--- src/rtl/aes_axis_blk_bridge_pkg.sv ---
// aes_axis_blk_bridge_pkg: shared AES block geometry and slave FSM states
package aes_axis_blk_bridge_pkg;
  localparam int NB = 4;
  localparam int WORD_S = 32;
  localparam int BLK_W = NB * WORD_S;
  localparam int CMD_W = 32;
  typedef enum logic {S_CMD, S_DATA} state_t;
endpackage

--- src/rtl/aes_axis_unpack.sv ---
// aes_axis_unpack: holds one result block and streams it out MSB slice first
module aes_axis_unpack
  import aes_axis_blk_bridge_pkg::*;
#(
  parameter int W = 32,
  parameter int BLK = BLK_W
) (
  input  logic           clk,
  input  logic           rst_n,
  input  logic           en,
  input  logic           in_valid,
  output logic           in_ready,
  input  logic [BLK-1:0] in_data,
  input  logic           in_last,
  output logic           m_valid,
  input  logic           m_ready,
  output logic [W-1:0]   m_data,
  output logic           m_last
);
  localparam int BEATS = BLK / W;
  localparam int CW = $clog2(BEATS + 1);
  logic [BLK-1:0] sreg;
  logic           held_last;
  logic [CW-1:0]  beat;
  logic           fire;
  logic           end_beat;
  always_comb begin
    end_beat = beat == CW'(BEATS - 1);
    fire = m_valid && m_ready;
    in_ready = en && (!m_valid || (fire && end_beat));
    m_data = sreg[BLK-1 -: W];
    m_last = m_valid && held_last && end_beat;
  end
  always_ff @(posedge clk or negedge rst_n) begin
    if (!rst_n) begin
      m_valid <= 1'b0;
      sreg <= '0;
      held_last <= 1'b0;
      beat <= '0;
    end else if (in_valid && in_ready) begin
      m_valid <= 1'b1;
      sreg <= in_data;
      held_last <= in_last;
      beat <= '0;
    end else if (fire) begin
      m_valid <= !end_beat;
      sreg <= sreg << W;
      beat <= end_beat ? '0 : beat + CW'(1);
    end
  end
endmodule

--- src/rtl/aes_axis_blk_bridge.sv ---
// aes_axis_blk_bridge: packs AXI-stream beats into AES blocks and unpacks results
module aes_axis_blk_bridge
  import aes_axis_blk_bridge_pkg::*;
#(
  parameter int C_AXIS_TDATA_WIDTH = 32,
  parameter int BLK_WIDTH = BLK_W,
  parameter int CMD_WIDTH = CMD_W
) (
  input  logic                            axis_aclk,
  input  logic                            axis_aresetn,
  input  logic                            s00_axis_tvalid,
  output logic                            s00_axis_tready,
  input  logic [C_AXIS_TDATA_WIDTH-1:0]   s00_axis_tdata,
  input  logic [C_AXIS_TDATA_WIDTH/8-1:0] s00_axis_tstrb,
  input  logic                            s00_axis_tlast,
  output logic                            blk_in_valid,
  input  logic                            blk_in_ready,
  output logic [BLK_WIDTH-1:0]            blk_in_data,
  output logic                            blk_in_last,
  output logic [CMD_WIDTH-1:0]            blk_in_cmd,
  input  logic                            blk_out_valid,
  output logic                            blk_out_ready,
  input  logic [BLK_WIDTH-1:0]            blk_out_data,
  input  logic                            blk_out_last,
  output logic                            m00_axis_tvalid,
  input  logic                            m00_axis_tready,
  output logic [C_AXIS_TDATA_WIDTH-1:0]   m00_axis_tdata,
  output logic [C_AXIS_TDATA_WIDTH/8-1:0] m00_axis_tstrb,
  output logic                            m00_axis_tlast,
  output logic                            err_short,
  output logic                            err_partial
);
  localparam int W = C_AXIS_TDATA_WIDTH;
  localparam int BEATS = BLK_WIDTH / W;
  localparam int CW = $clog2(BEATS + 1);
  state_t               state;
  logic                 live;
  logic [BLK_WIDTH-1:0] pack_reg;
  logic [BLK_WIDTH-1:0] pack_nxt;
  logic [BLK_WIDTH-1:0] pack_blk;
  logic [CW-1:0]        beat_cnt;
  logic                 full;
  logic                 at_end;
  logic                 done;
  logic                 take;
  logic                 unused_tstrb;
  assign unused_tstrb = ^s00_axis_tstrb;
  assign m00_axis_tstrb = '1;
  // live keeps every handshake output low until the first clock after reset
  always_comb begin
    full = blk_in_valid && !blk_in_ready;
    at_end = beat_cnt == CW'(BEATS - 1);
    done = state == S_DATA && (at_end || s00_axis_tlast);
    s00_axis_tready = live && !(full && (state == S_CMD || done));
    take = s00_axis_tvalid && s00_axis_tready;
    pack_nxt = (pack_reg << W) | BLK_WIDTH'(s00_axis_tdata);
    pack_blk = pack_nxt << (W * (BEATS - 1 - int'(beat_cnt)));
  end
  always_ff @(posedge axis_aclk or negedge axis_aresetn) begin
    if (!axis_aresetn) begin
      state <= S_CMD;
      live <= 1'b0;
      pack_reg <= '0;
      beat_cnt <= '0;
      blk_in_valid <= 1'b0;
      blk_in_data <= '0;
      blk_in_last <= 1'b0;
      blk_in_cmd <= '0;
      err_short <= 1'b0;
      err_partial <= 1'b0;
    end else begin
      live <= 1'b1;
      err_short <= take && state == S_CMD && s00_axis_tlast;
      err_partial <= take && done && s00_axis_tlast && !at_end;
      if (blk_in_ready) blk_in_valid <= 1'b0;
      if (take && state == S_CMD) begin
        blk_in_cmd <= s00_axis_tdata[CMD_WIDTH-1:0];
        state <= s00_axis_tlast ? S_CMD : S_DATA;
      end
      if (take && state == S_DATA) begin
        pack_reg <= done ? '0 : pack_nxt;
        beat_cnt <= done ? '0 : beat_cnt + CW'(1);
        if (done) begin
          blk_in_valid <= 1'b1;
          blk_in_data <= pack_blk;
          blk_in_last <= s00_axis_tlast;
        end
        if (s00_axis_tlast) state <= S_CMD;
      end
    end
  end
  aes_axis_unpack #(.W(W), .BLK(BLK_WIDTH)) u_unpack (
    .clk      (axis_aclk),
    .rst_n    (axis_aresetn),
    .en       (live),
    .in_valid (blk_out_valid),
    .in_ready (blk_out_ready),
    .in_data  (blk_out_data),
    .in_last  (blk_out_last),
    .m_valid  (m00_axis_tvalid),
    .m_ready  (m00_axis_tready),
    .m_data   (m00_axis_tdata),
    .m_last   (m00_axis_tlast)
  );
endmodule
--- config.mk ---
export PLATFORM = sky130hd
export DESIGN_NAME = aes_axis_blk_bridge
export DESIGN_NICKNAME = d
export VERILOG_FILES = /design/src/rtl/aes_axis_blk_bridge_pkg.sv /design/src/rtl/aes_axis_unpack.sv /design/src/rtl/aes_axis_blk_bridge.sv
export SDC_FILE = /design/constraint.sdc
export NUM_CORES = 1
export LEC_CHECK = 0
export CAP_MARGIN = 10
export CELL_PAD_IN_SITES_DETAIL_PLACEMENT = 2
export CELL_PAD_IN_SITES_GLOBAL_PLACEMENT = 2
export CORE_MARGIN = 2
export CORE_UTILIZATION = 30
export DETAILED_ROUTE_END_ITERATION = 7
export GPL_ROUTABILITY_DRIVEN = 1
export PLACE_DENSITY = 0.83
export SYNTH_ARGS = -nofsm -noshare
export SYNTH_HDL_FRONTEND = slang
export SYNTH_SLANG_ARGS = --single-unit
--- constraint.sdc ---
create_clock -name axis_aclk -period 2 [get_ports axis_aclk]
set_input_delay 0.5 -clock axis_aclk [delete_from_list [all_inputs] [get_ports axis_aclk]]
set_output_delay 0.5 -clock axis_aclk [all_outputs]
set_load 0.01 [all_outputs]
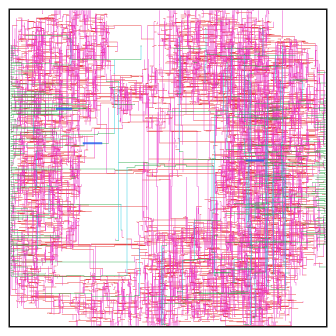
Run 1: signal wires by layer
legend:
  met4:
    color: cyan
    wire_length: 2440 microns
  met5:
    color: blue
    wire_length: 37.7 microns
  met1:
    color: red
    wire_length: 29.5 mm
  met3:
    color: green
    wire_length: 4730 microns
  met2:
    color: magenta
    wire_length: 38.7 mm

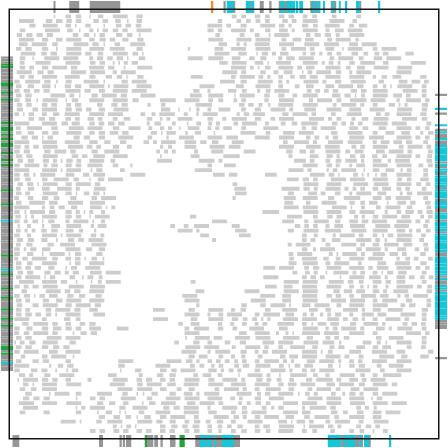
Run 1: pin map
Pins as bars across the die edge, other pins in gray.
legend:
  err_partial:
    color: orange
    pins: 1
    direction: output
    edge: top
  blk_in_data:
    color: cyan
    pins: 128
    direction: output
    edge: 64 right, 33 bottom, 28 top, 3 left
  m00_axis_tdata:
    color: green
    pins: 32
    direction: output
    edge: 28 left, 4 bottom
all pins by edge: 135 left, 91 right, 80 bottom, 70 top

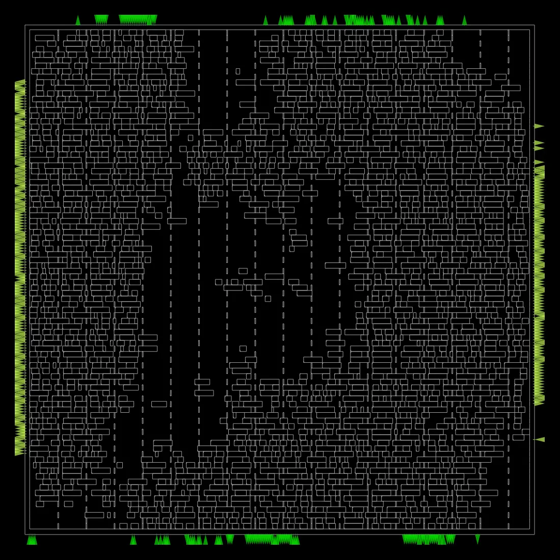
Run 1: placed standard cells
register fraction of the total cell area: 37.5%
Core Rows: 90
final core occ: 44.3%
fin cells: 2648
tap cells: 782

==> flow_metrics.tcl, run 1 <==
# collected from the flow reports
set metrics [dict create \
    status "finished with violations" \
    violations "setup timing" \
    rsz0062_at_grt "yes" \
    synth_cells 1362 \
    chipArea_sq_mm 0.0624 \
    dpl_cell_area_sq_mm 0.0233 \
    startpoint_type "flip-flop" \
    synth_stat.cells 1362 \
    period_used_pct 119 \
    worstSetupPathType "flip-flop to output port" \
    grt_max_degree 65 \
    detail-route-antenna-nets 0 \
    power_mw 33.2 \
    wl_per_cell_microns 28.5 \
    fp_util_pct 30.2 \
    vias 13892 \
    clk_pin_slew_ps 60 \
    setup_violations 229 \
    die_h_microns 250 \
    finalInstanceArea_sq_mm 0.0266 \
    top_cell_area_share_pct 54.9 \
    synthArstFlopShare_pct 100 \
    relSlewSlack_pct 63.1 \
    yosysWarnings 0 \
    grt-ovfl-total 0 \
    clk_latency_ps 590 \
    top_cell "dfrtp_1" \
    hp-class "input pin to asynchronous set/reset pin" \
    worst_slack_ps -386 \
    fmax_ghz 0.419 \
    gr-usage-all-layers_pct 22.2 \
    numCtsBuffers 47 \
    cts_max_path_buffers 3 \
    power_density_mw_per_mm2 1250 \
    cp.required_ps 1500 \
    combGateArea_sq_mm 0.00785 \
]
-- run 1: layer usage --
metal	wire length, microns	global-route usage [%]
met1	29500	27.1
met2	38700	38.4
met3	4720	5.10
met4	2440	7.40
met5	37	0
-- run 1: repair_timing --
item                                   in CTS  in global routing
pin swaps                                   9                101
endpoints found under the hold margin      37                  0
gates cloned                               16                 21
setup endpoints to repair                 421                335
hold buffers                                1                  0
setup buffers                              32                 29
gates resized                             275                159
-- run 1: cell families (layout without fill, tap and decap cells) --
kind of cell / Yosys count / after routing / share of synthesized area, %
buffers and inverters: 175 / 671 / 4.91
other: 1 / 7 / 0.0207
and+or+nand+nor: 131 / 131 / 3.55
muxes: 450 / 450 / 27.3
DFF: 398 / 398 / 54.9
AOI/OAI and AO/OA: 204 / 206 / 9.10
adders and majority gates: 3 / 3 / 0.207
-- run 1: critical path: stages (launching register included) --
cell and delay, ps:
dfrtp_4 490, ha_4 170, ha_4 170, nor2_4 90, a21oi_2 80, nor2b_2 150
buf_2 160
-- run 1: cell type report --
cell class	count	share of cell area [%]
Sequential cell	398	37.5
Timing Repair Buffer	554	23.1
Antenna cell	2	0.0188
Inverter	34	0.480
Tap cell	782	3.68
Multi-Input combinational cell	795	29.5
Clock buffer	67	5.05
Clock inverter	16	0.673
-- run 1: path summary, 6_finish.rpt --
check / start / to / slack, ps / cells past startpoint
worst max-delay path: beat_cnt[0] / s00_axis_tready / -390 / 6
worst min-delay path: axis_aresetn / blk_in_cmd[15] / 450 / 2
worst max register to register: beat_cnt[0] / blk_in_data[98] / -290 / 11
worst min register to register: blk_in_data[92] / blk_in_data[92] / 490 / 1
max in group asynchronous: axis_aresetn / blk_in_data[83] / 760 / 3
min in group axis_aclk: blk_out_data[6] / u_unpack.sreg[6] / 480 / 3
-- run 1: power breakdown --
| group | total [mW] | internal (mW) | switching, mW |
|---|---|---|---|
| Combinational | 12.1 | 6.44 | 5.65 |
| Clock | 8.69 | 5.05 | 3.64 |
| Sequential | 12.4 | 10.4 | 1.96 |
-- run 1: layout by cell type (no fill, tap or decap), types with 3 or more instances in the layout --
cell	synthesis	layout
a22o_1	97	97
a22oi_1	32	32
and3_1	35	34
buf_12	0	47
buf_16	0	14
buf_4	41	81
buf_6	4	19
buf_8	0	11
bufinv_16	0	3
clkbuf_1	53	11
clkbuf_16	0	63
clkbuf_8	0	9
clkdlybuf4s50_1	0	169
clkinv_2	0	9
conb_1	1	5
dfrtp_1	398	394
dfrtp_2	0	3
dlygate4sd2_1	0	193
ha_4	0	3
inv_1	34	34
mux2_1	55	7
mux2_2	299	241
mux2_4	0	106
mux2i_1	96	96
nand2_1	38	37
nor2_1	35	34
nor2b_4	0	3
o22ai_1	32	32
o2bb2ai_1	32	32
-- run 1: metrics by stage --
stage | setup TNS, ps | worst slack [ps] | cells
after detailed placement | -118650 | -627 | 2482
after floorplan | 0 | 92.0 | 1366
after global routing | -46220 | -475 | 2647
after global placement | -100020 | -649 | 2482
final | -33450 | -386 | 2648
after CTS | -26320 | -453 | 2614
==> run 1 -> run 2 <==
--- a/config.mk
+++ b/config.mk
@@ -8,11 +8,13 @@
 export CAP_MARGIN = 10
 export CELL_PAD_IN_SITES_DETAIL_PLACEMENT = 2
 export CELL_PAD_IN_SITES_GLOBAL_PLACEMENT = 2
+export CORE_ASPECT_RATIO = 2
 export CORE_MARGIN = 2
 export CORE_UTILIZATION = 30
 export DETAILED_ROUTE_END_ITERATION = 7
 export GPL_ROUTABILITY_DRIVEN = 1
-export PLACE_DENSITY = 0.83
+export PLACE_DENSITY = 0.8
+export RECOVER_POWER = 50
 export SYNTH_ARGS = -nofsm -noshare
 export SYNTH_HDL_FRONTEND = slang
 export SYNTH_SLANG_ARGS = --single-unit
==> constraint.sdc (replaced) <==
create_clock -name axis_aclk -period 2.5 [get_ports axis_aclk]
set_input_delay 0.625 -clock axis_aclk [delete_from_list [all_inputs] [get_ports axis_aclk]]
set_output_delay 0.625 -clock axis_aclk [all_outputs]
set_load 0.01 [all_outputs]
==> run 2 against run 1 <==
Net effect: clock-buffer cell count down 11; non-clock buffer count down 104; sequential share of layout area up 3.5 points; sequential power down 22%; routed wire length down 22%; clock skew down 9.5 ps; the flow finishes with violations (capacitance limit, slew limit); synthesized area unchanged; register-to-register slack better by 410 ps; flip-flop count unchanged.
==> flow_metrics.tcl, run 2 <==
# collected from the flow reports
set metrics [dict create \
    fp_util_pct 30.3 \
    vias 12701 \
    violations "capacitance limit, slew limit" \
    grt-ovfl-total 0 \
    grt_max_degree 64 \
    final_layout_top_logic_cell "dfrtp_1" \
    die_h_microns 352 \
    rows 127 \
    critPathSlowestCell "dfrtp_4" \
    fmax_ghz 0.401 \
    top_cell "dfrtp_1" \
    power_density_mw_per_mm2 1020 \
    yosysWarnings 0 \
    synth_stat.cells 1362 \
    cp.required_ps 1880 \
    layout_top_cells "dfrtp_1 (396), clkdlybuf4s50_1 (362), mux2_2 (299)" \
    status "finished with violations" \
    clk_pin_slew_ps 60 \
    cts_max_path_buffers 3 \
    final_core_utilization_pct 40.6 \
    worstSetupPathType "flip-flop to output port" \
    rsz0062_at_grt "yes" \
    numCtsBuffers 41 \
    chipArea_sq_mm 0.0625 \
    synthArstFlopShare_pct 100 \
    detailedPlace.worstSlack_ps -252 \
    diodes 0 \
    cap_violations 1 \
    startpoint_type "flip-flop" \
    drv_slew 52 \
    cpMostUsedCell "ha_4" \
    wl_per_cell_microns 23.4 \
    top_cell_area_share_pct 54.9 \
    dpl_cell_area_sq_mm 0.0230 \
]
run 2: path summary, 6_finish.rpt:
path,endpoint,slack [ps],cells past startpoint,start
worst max-delay path,s00_axis_tready,7,6,beat_cnt[0]
worst min-delay path,u_unpack.sreg[19],450,1,axis_aresetn
worst max register to register,blk_in_data[117],120,5,beat_cnt[0]
worst min register to register,blk_in_data[68],490,1,blk_in_data[68]
max in group asynchronous,blk_in_cmd[11],330,2,axis_aresetn
min in group axis_aclk,blk_in_data[68],490,1,blk_in_data[68]
run 2: cell type report:
class,instances,area (sq um),area share [%]
clock buffers,56,1160,4.79
inverters,34,128,0.525
well taps,774,968,3.98
flip-flops and latches,398,9960,41.0
multi-input cells,794,7420,30.5
repair buffers,450,4470,18.4
clock inverters,16,190,0.783
run 2: worst max-delay path: cells and delay by family, from the launching register on:
family,cells,cell delay [ps]
buffers and inverters,1,150
DFF,1,480
AOI/OAI and AO/OA,1,80
adders and majority gates,2,330
and+or+nand+nor,2,260
run 2: repair_timing:
item | CTS | global route
gates cloned | 0 | 1
gates resized | 18 | 4
buffers inserted | 4 | 0
pin swaps | 3 | 0
endpoints found under the setup margin | 3 | 15
hold endpoints to repair | 0 | 0
run 2: kinds of logic after synthesis:
group	after synthesis	share of synthesized area, %
AOI/OAI and AO/OA	204	9.10
adders and majority gates	3	0.207
buffers and inverters	175	4.91
DFF	398	54.9
muxes	450	27.3
other	1	0.0207
and+or+nand+nor	131	3.55
run 2: where the power goes:
part	total, mW	switching (mW)	internal (mW)
Sequential	9.61	1.28	8.33
Clock	6.35	2.67	3.68
Combinational	8.93	3.95	4.99
Total	24.9	7.89	17.0
run 2: metal layers:
layer  vias to the layer above  part of all wire (%)  global-route usage, %
met4                         0                   2.4                   5.27
li1                       5617                     -                      -
met5                         -                     0                      0
met2                       381                    55                   36.1
met3                        67                   6.5                   4.64
met1                      6636                    36                   20.8
run 2: per-stage QoR:
step           std cells  setup TNS, ps
6_report            2522              0
3_3_place_gp        2445           -383
3_5_place_dp        2445           -474
2_1_floorplan       1366              0
4_1_cts             2521          -27.8
5_1_grt             2522           -658
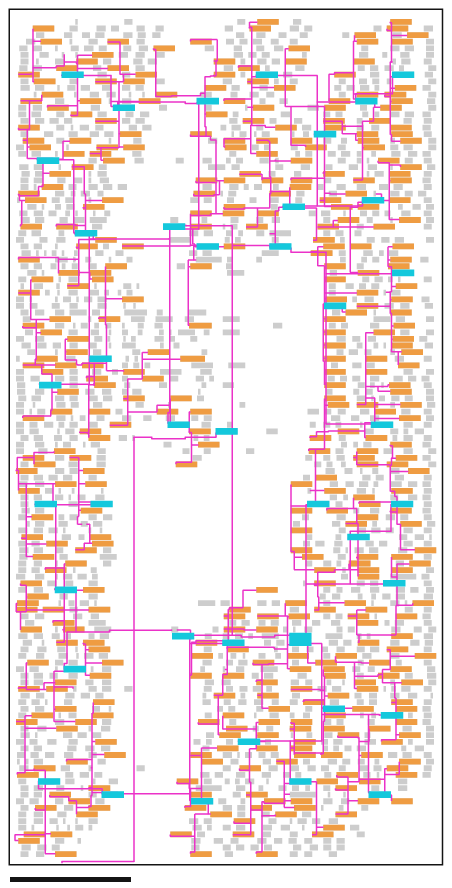
Run 2: clock wires, drivers and flops
Scale bar: 50 microns.
legend:
  cells driving clock nets:
    color: cyan
    count: 41
  flip-flops:
    color: orange
    count: 398
  clock wires:
    color: magenta
    length: 5910 microns
flops lie: spread over the die
routed clock nets: 42
clock latency on the worst-skew pair: 550 ps
final setup skew: 16.5 ps

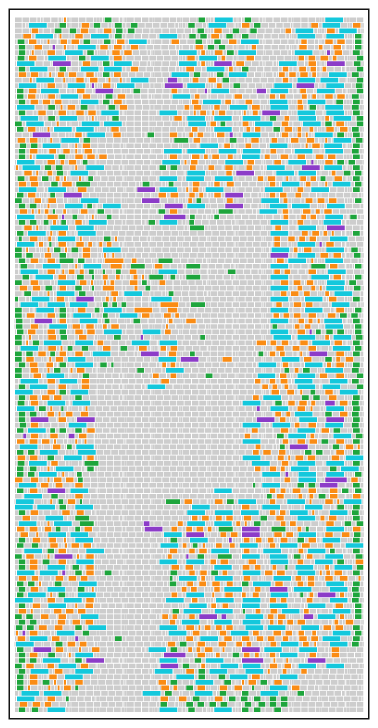
Run 2: cells colored by class
Fill, decap, tap and diode cells in gray.
legend:
  clock drivers and dummy loads:
    color: purple
    cells: 72
    share_of_their_area: 5.8%
  other buffers and delay cells:
    color: green
    cells: 450
    share_of_their_area: 19%
  all other logic:
    color: orange
    cells: 828
    share_of_their_area: 32%
  flip-flops:
    color: cyan
    cells: 398
    share_of_their_area: 43%
CORE AREA: 0.0599 sq mm
design area: 0.0243 sq mm

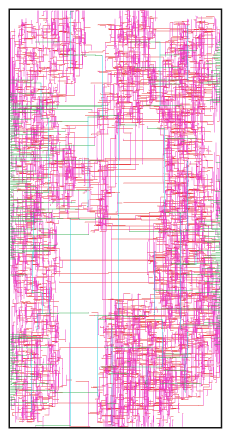
Run 2: signal wires by layer
legend:
  met4:
    color: cyan
    wire_length: 1430 microns
  met3:
    color: green
    wire_length: 3830 microns
  met2:
    color: magenta
    wire_length: 32.4 mm
  met1:
    color: red
    wire_length: 21.4 mm

Power figures rest on the tool's default switching activity, not on a simulated workload.
